<file path="src/rtl/ram_port_arbiter_if.sv">
// Bundle of the two requester ports, their response ports, the single RAM port
// and the arbitration enable shared between the arbiter and its environment.
interface ram_port_arbiter_if #(
  parameter int DATA_WIDTH = 8,
  parameter int ADDR_WIDTH = 8
);
  logic                  req0_valid;
  logic                  req0_ready;
  logic                  req0_we;
  logic [ADDR_WIDTH-1:0] req0_addr;
  logic [DATA_WIDTH-1:0] req0_wdata;
  logic                  req1_valid;
  logic                  req1_ready;
  logic                  req1_we;
  logic [ADDR_WIDTH-1:0] req1_addr;
  logic [DATA_WIDTH-1:0] req1_wdata;
  logic                  rsp0_valid;
  logic [DATA_WIDTH-1:0] rsp0_rdata;
  logic                  rsp1_valid;
  logic [DATA_WIDTH-1:0] rsp1_rdata;
  logic                  ram_we;
  logic [ADDR_WIDTH-1:0] ram_addr;
  logic [DATA_WIDTH-1:0] ram_din;
  logic [DATA_WIDTH-1:0] ram_dout;
  logic                  arb_en;

  modport slave (
    input  req0_valid, req0_we, req0_addr, req0_wdata,
    input  req1_valid, req1_we, req1_addr, req1_wdata,
    input  ram_dout, arb_en,
    output req0_ready, req1_ready,
    output rsp0_valid, rsp0_rdata, rsp1_valid, rsp1_rdata,
    output ram_we, ram_addr, ram_din
  );

  modport master (
    output req0_valid, req0_we, req0_addr, req0_wdata,
    output req1_valid, req1_we, req1_addr, req1_wdata,
    output ram_dout, arb_en,
    input  req0_ready, req1_ready,
    input  rsp0_valid, rsp0_rdata, rsp1_valid, rsp1_rdata,
    input  ram_we, ram_addr, ram_din
  );
endinterface

</file>
<file path="src/rtl/ram_port_arbiter.sv">
// Two-requester round-robin arbiter in front of one synchronous RAM port, with
// a registered issue stage and a two-stage read tag pipeline for response routing.
module ram_port_arbiter #(
  parameter int DATA_WIDTH = 8,
  parameter int ADDR_WIDTH = 8
) (
  input logic              clk,
  input logic              rst_n,
  ram_port_arbiter_if.slave bus
);

  logic                  ptr_reg, ptr_next;
  logic                  grant_id;
  logic                  accept;
  logic [1:0]            valid_vec;
  logic [1:0]            ready_vec;
  logic [1:0]            rsp_valid_vec;

  logic                  win_we;
  logic [ADDR_WIDTH-1:0] win_addr;
  logic [DATA_WIDTH-1:0] win_wdata;

  logic                  ram_we_reg, ram_we_next;
  logic [ADDR_WIDTH-1:0] ram_addr_reg, ram_addr_next;
  logic [DATA_WIDTH-1:0] ram_din_reg, ram_din_next;

  logic                  tag1_valid_reg, tag1_valid_next;
  logic                  tag1_id_reg, tag1_id_next;
  logic                  tag2_valid_reg, tag2_valid_next;
  logic                  tag2_id_reg, tag2_id_next;

  assign valid_vec = {bus.req1_valid, bus.req0_valid};

  always_comb begin
    accept   = bus.arb_en && (valid_vec != 2'b00);
    // The pointer only matters under contention; a lone requester always wins.
    grant_id = (valid_vec == 2'b11) ? ptr_reg : valid_vec[1];

    win_we    = grant_id ? bus.req1_we    : bus.req0_we;
    win_addr  = grant_id ? bus.req1_addr  : bus.req0_addr;
    win_wdata = grant_id ? bus.req1_wdata : bus.req0_wdata;

    ptr_next      = accept ? ~grant_id : ptr_reg;
    ram_we_next   = accept && win_we;
    ram_addr_next = accept ? win_addr  : ram_addr_reg;
    ram_din_next  = accept ? win_wdata : ram_din_reg;

    tag1_valid_next = accept && !win_we;
    tag1_id_next    = grant_id;
    tag2_valid_next = tag1_valid_reg;
    tag2_id_next    = tag1_id_reg;
  end

  generate
    for (genvar gi = 0; gi < 2; gi++) begin : g_port
      assign ready_vec[gi]     = accept && (grant_id == 1'(gi));
      assign rsp_valid_vec[gi] = tag2_valid_reg && (tag2_id_reg == 1'(gi));
    end
  endgenerate

  always_ff @(posedge clk or negedge rst_n) begin
    if (!rst_n) begin
      ptr_reg        <= 1'b0;
      ram_we_reg     <= 1'b0;
      ram_addr_reg   <= '0;
      ram_din_reg    <= '0;
      tag1_valid_reg <= 1'b0;
      tag1_id_reg    <= 1'b0;
      tag2_valid_reg <= 1'b0;
      tag2_id_reg    <= 1'b0;
    end else begin
      ptr_reg        <= ptr_next;
      ram_we_reg     <= ram_we_next;
      ram_addr_reg   <= ram_addr_next;
      ram_din_reg    <= ram_din_next;
      tag1_valid_reg <= tag1_valid_next;
      tag1_id_reg    <= tag1_id_next;
      tag2_valid_reg <= tag2_valid_next;
      tag2_id_reg    <= tag2_id_next;
    end
  end

  assign bus.req0_ready = ready_vec[0];
  assign bus.req1_ready = ready_vec[1];
  assign bus.ram_we     = ram_we_reg;
  assign bus.ram_addr   = ram_addr_reg;
  assign bus.ram_din    = ram_din_reg;
  // Read data is forced to zero outside the owner's response cycle.
  assign bus.rsp0_valid = rsp_valid_vec[0];
  assign bus.rsp1_valid = rsp_valid_vec[1];
  assign bus.rsp0_rdata = rsp_valid_vec[0] ? bus.ram_dout : '0;
  assign bus.rsp1_rdata = rsp_valid_vec[1] ? bus.ram_dout : '0;

endmodule

</file>
<file path="src/flat_wrapper.sv">
// flat-port wrapper written by rule: the top's interface ports become plain ports
module ram_port_arbiter_flat 
#(
  parameter int DATA_WIDTH = 8,
  parameter int ADDR_WIDTH = 8
)
  (clk, rst_n, bus_req0_valid, bus_req0_we, bus_req0_addr, bus_req0_wdata, bus_req1_valid, bus_req1_we, bus_req1_addr, bus_req1_wdata, bus_ram_dout, bus_arb_en, bus_req0_ready, bus_req1_ready, bus_rsp0_valid, bus_rsp0_rdata, bus_rsp1_valid, bus_rsp1_rdata, bus_ram_we, bus_ram_addr, bus_ram_din);
  ram_port_arbiter_if #(.DATA_WIDTH(DATA_WIDTH), .ADDR_WIDTH(ADDR_WIDTH)) bus_i ();
  input logic clk;
  input logic rst_n;
  input wire logic [$bits(bus_i.req0_valid)-1:0] bus_req0_valid;
  input wire logic [$bits(bus_i.req0_we)-1:0] bus_req0_we;
  input wire logic [$bits(bus_i.req0_addr)-1:0] bus_req0_addr;
  input wire logic [$bits(bus_i.req0_wdata)-1:0] bus_req0_wdata;
  input wire logic [$bits(bus_i.req1_valid)-1:0] bus_req1_valid;
  input wire logic [$bits(bus_i.req1_we)-1:0] bus_req1_we;
  input wire logic [$bits(bus_i.req1_addr)-1:0] bus_req1_addr;
  input wire logic [$bits(bus_i.req1_wdata)-1:0] bus_req1_wdata;
  input wire logic [$bits(bus_i.ram_dout)-1:0] bus_ram_dout;
  input wire logic [$bits(bus_i.arb_en)-1:0] bus_arb_en;
  output wire logic [$bits(bus_i.req0_ready)-1:0] bus_req0_ready;
  output wire logic [$bits(bus_i.req1_ready)-1:0] bus_req1_ready;
  output wire logic [$bits(bus_i.rsp0_valid)-1:0] bus_rsp0_valid;
  output wire logic [$bits(bus_i.rsp0_rdata)-1:0] bus_rsp0_rdata;
  output wire logic [$bits(bus_i.rsp1_valid)-1:0] bus_rsp1_valid;
  output wire logic [$bits(bus_i.rsp1_rdata)-1:0] bus_rsp1_rdata;
  output wire logic [$bits(bus_i.ram_we)-1:0] bus_ram_we;
  output wire logic [$bits(bus_i.ram_addr)-1:0] bus_ram_addr;
  output wire logic [$bits(bus_i.ram_din)-1:0] bus_ram_din;
  assign bus_i.req0_valid = bus_req0_valid;
  assign bus_i.req0_we = bus_req0_we;
  assign bus_i.req0_addr = bus_req0_addr;
  assign bus_i.req0_wdata = bus_req0_wdata;
  assign bus_i.req1_valid = bus_req1_valid;
  assign bus_i.req1_we = bus_req1_we;
  assign bus_i.req1_addr = bus_req1_addr;
  assign bus_i.req1_wdata = bus_req1_wdata;
  assign bus_i.ram_dout = bus_ram_dout;
  assign bus_i.arb_en = bus_arb_en;
  assign bus_req0_ready = bus_i.req0_ready;
  assign bus_req1_ready = bus_i.req1_ready;
  assign bus_rsp0_valid = bus_i.rsp0_valid;
  assign bus_rsp0_rdata = bus_i.rsp0_rdata;
  assign bus_rsp1_valid = bus_i.rsp1_valid;
  assign bus_rsp1_rdata = bus_i.rsp1_rdata;
  assign bus_ram_we = bus_i.ram_we;
  assign bus_ram_addr = bus_i.ram_addr;
  assign bus_ram_din = bus_i.ram_din;
  ram_port_arbiter #(.DATA_WIDTH(DATA_WIDTH), .ADDR_WIDTH(ADDR_WIDTH)) u_core (.clk(clk), .rst_n(rst_n), .bus(bus_i));
endmodule
</file>
<file path="config.mk">
export PLATFORM = sky130hd
export DESIGN_NAME = ram_port_arbiter_flat
export DESIGN_NICKNAME = d
export VERILOG_FILES = /design/src/rtl/ram_port_arbiter_if.sv /design/src/rtl/ram_port_arbiter.sv /design/src/flat_wrapper.sv
export SDC_FILE = /design/constraint.sdc
export NUM_CORES = 1
export LEC_CHECK = 0
export CORE_ASPECT_RATIO = 1.1
export CORE_UTILIZATION = 33
export DETAILED_ROUTE_END_ITERATION = 7
export GPL_ROUTABILITY_DRIVEN = 0
export PLACE_DENSITY = 0.8
export REMOVE_ABC_BUFFERS = 1
export SLEW_MARGIN = 10
export SYNTH_ARGS = -nofsm -noshare
export SYNTH_HDL_FRONTEND = slang
export SYNTH_SLANG_ARGS = --single-unit
</file>
<file path="constraint.sdc">
create_clock -name clk -period 1.7 [get_ports clk]
set_input_delay 0.34 -clock clk [delete_from_list [all_inputs] [get_ports clk]]
set_output_delay 0.34 -clock clk [all_outputs]
set_load 0.01 [all_outputs]
</file>
### Routed metal, one colour a layer

Only two layers are drawn.
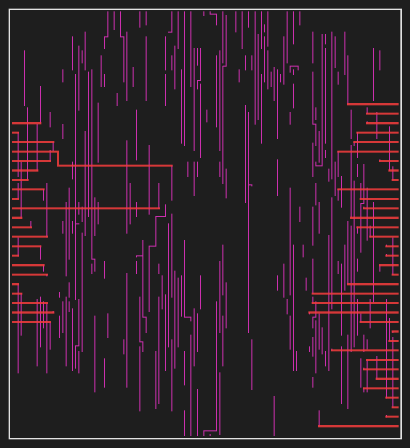
red -> M3  # wire length 287 µm
magenta -> M2  # wire length 1,630 µm
WL final: 3.24 mm
Global Route Usage Sum: 18.2%
routed vias: 1,079

### The metal 2 layer

Cells faint in the background.
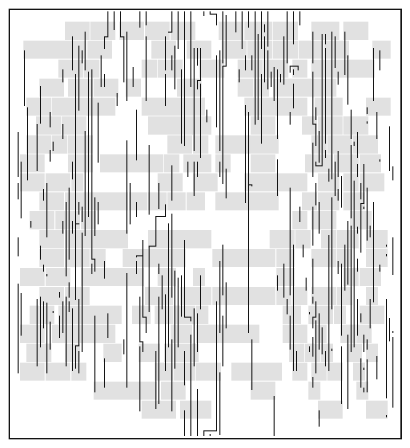
main direction = vertical
nets with wire on the layer = 202
share of all routed wire = 50%
longest straight run = 32.3 µm
GRT met2 Usage: 33.5%

==> metrics.yaml <==
outcome: "finished, final reports clean"
clock.fmax_mhz: 616
ff2ff_path_depth: 4
synth-seq-cells: 22
syn_area_per_cell_um2: 12.1
top_area_cell: "dfrtp_1"
holdCritPathClass: "flop to flop"
cts_buffers: 3
top_cell_area_share_pct: 51.9
max_slew_margin_pct: 81.7
ys_seq_share_pct: 51.9
hold_buffers: 0
max-vdd-ir-drop_mv: 0.635
setup_viol: 0
endpoint: "bus_rsp1_rdata[6]"
via_per_inst: 5.09
grt_pass1_wl_mm: 4.88
intPower_uw: 987
core-area_um2: 3050
yosys_cells: 88
leakagePower_nw: 0.944
r2r-end: "u_core.bus.ram_addr[0]"
p_seq_uw: 628
drv_slew: 0
rr_startpoint: "u_core.ptr_reg"
p_seq_share_pct: 46.9
n_antenna_cell: 0
fp.dieH_um: 61.5
critical_path_class: "flop to output pin"
cts-root-buf: "clkbuf_4"
powerDensity_nw_per_um2: 690
rsz0062_at_grt: "false"
worstHoldEndpoint: "u_core.tag2_id_reg"
grt_overflow: 0
fin_util_pct: 63.7
fill_cells: 263
htreeDepth: 1
first_iter_violations: 21
worstPathMaxFanout: 9
postCtsSetupBuffers: 0
cap_violations: 0
crit_path_end_kind: "output pin"
dp_hpwl_mm: 2.52
power.share.clock_pct: 16.9
clock_path_buffers: 2
yosys_area_um2: 1060
drive_above_1_share_pct: 18.0
fin_skew_ns: 0.00618
post_cts_resized: 32
hp-start: "u_core.tag1_id_reg"
crit_path_start_kind: "flop"
area_leaders: "dfrtp_1 (52%), and2_1 (15%), a221o_1 (10%)"
period_needed_ns: 1.62
chipArea_um2: 3450
holdWs_ns: 0.362
lay_top_cells: "clkdlybuf4s50_1 (60), and2_1 (25), dfrtp_1 (22)"
portBuffers: 83
cts_tree: "yes"
drc: 0
clk_latency_ns: 0.30
antenna_found_initial: 0
warnings: 25
yosysUniqueCellTypes: 21
switchingPower_uw: 354
crit_arrival_ns: 1.28
ant_nets: 0
nNetsFinal: 227
io_pins: 84
grt_start_max_net_pins: 23
syn_inst: 88
required_ns: 1.36
pg_clk_uw: 227
pg_comb_uw: 485
syn-cell-area_um2: 1060
firstDrtPassIters: 4
fin_crit_sh_pct: 95.5
tightest_slew_ns: 0.274
holdPathStages: 0
syn_to_final_growth_pct: 83.0
yosys_warnings: 0
grt_pass1_vias: 1034
r2r_slack_ns: 0.31
swShare_pct: 26.4
power.group.top: "sequential cells"
path_clk_slew_ns: 0.11
clkSinkCount: 22
hold_viol: 0
lay_top_count: "clkdlybuf4s50_1"
fp_util_pct: 34.8
p_comb_share_pct: 36.2
wl_per_cell_um: 15.3
fp.dieW_um: 56.1
critPathLaunch: "u_core.tag2_id_reg"
row_count: 21
-- cells in the mapped netlist, drive strengths merged --
| cell type | number |
|---|---|
| and3 | 9 |
| and3b | 1 |
| nand3 | 1 |
| a21oi | 2 |
| clkbuf | 2 |
| dfrtp | 22 |
| and2 | 26 |
| a221o | 16 |
| o21ai | 1 |
| nor2b | 1 |
| buf | 3 |
| a21bo | 1 |
| a21o | 1 |
| nand2b | 1 |
| nand2 | 1 |
-- area by class of cell --
class / instances / area (µm²) / area share, %
Timing Repair Buffer: 92 / 857 / 44.1
Clock buffer: 3 / 22.5 / 1.16
Tap cell: 34 / 42.5 / 2.19
Multi-Input combinational cell: 61 / 469 / 24.2
Sequential cell: 22 / 551 / 28.4
-- kinds of logic (layout without fill, tap and decap cells) --
family | after synthesis | count (layout) | synth area share (%)
AND/OR/NAND/NOR | 40 | 40 | 24.8
buffers and inverters | 5 | 95 | 3.89
flip-flops | 22 | 22 | 51.9
AND-OR/OR-AND | 21 | 21 | 19.5
-- critical path, stage by stage, from the launching register on --
cell	delay, ns
dfrtp_1	0.39
buf_4	0.16
and3_1	0.17
dlygate4sd2_1	0.28
-- layer usage --
| layer | vias to the layer above | wire length (µm) | track usage, % |
|---|---|---|---|
| met1 | 512 | 1320 | 22.1 |
| met3 | 0 | 287 | 4.62 |
| li1 | 510 | - | - |
| met4 | 0 | 0 | 3.14 |
| met5 | - | 0 | 0 |
| met2 | 57 | 1630 | 33.5 |
-- stage by stage --
step	setup WS (ns)	TNS [ns]	instance area [µm²]	cells	total power, mW
after detailed placement	-0.360	-4.44	1970	209	1.14
after floorplan	0.342	0	1020	83	0.804
after global placement	-0.371	-3.82	1970	209	1.13
final	0.0767	0	1940	212	1.34
after global routing	0.00636	0	1940	212	1.42
after CTS	0.00599	0	1980	212	1.36
Power figures rest on the tool's default switching activity, not on a simulated workload.
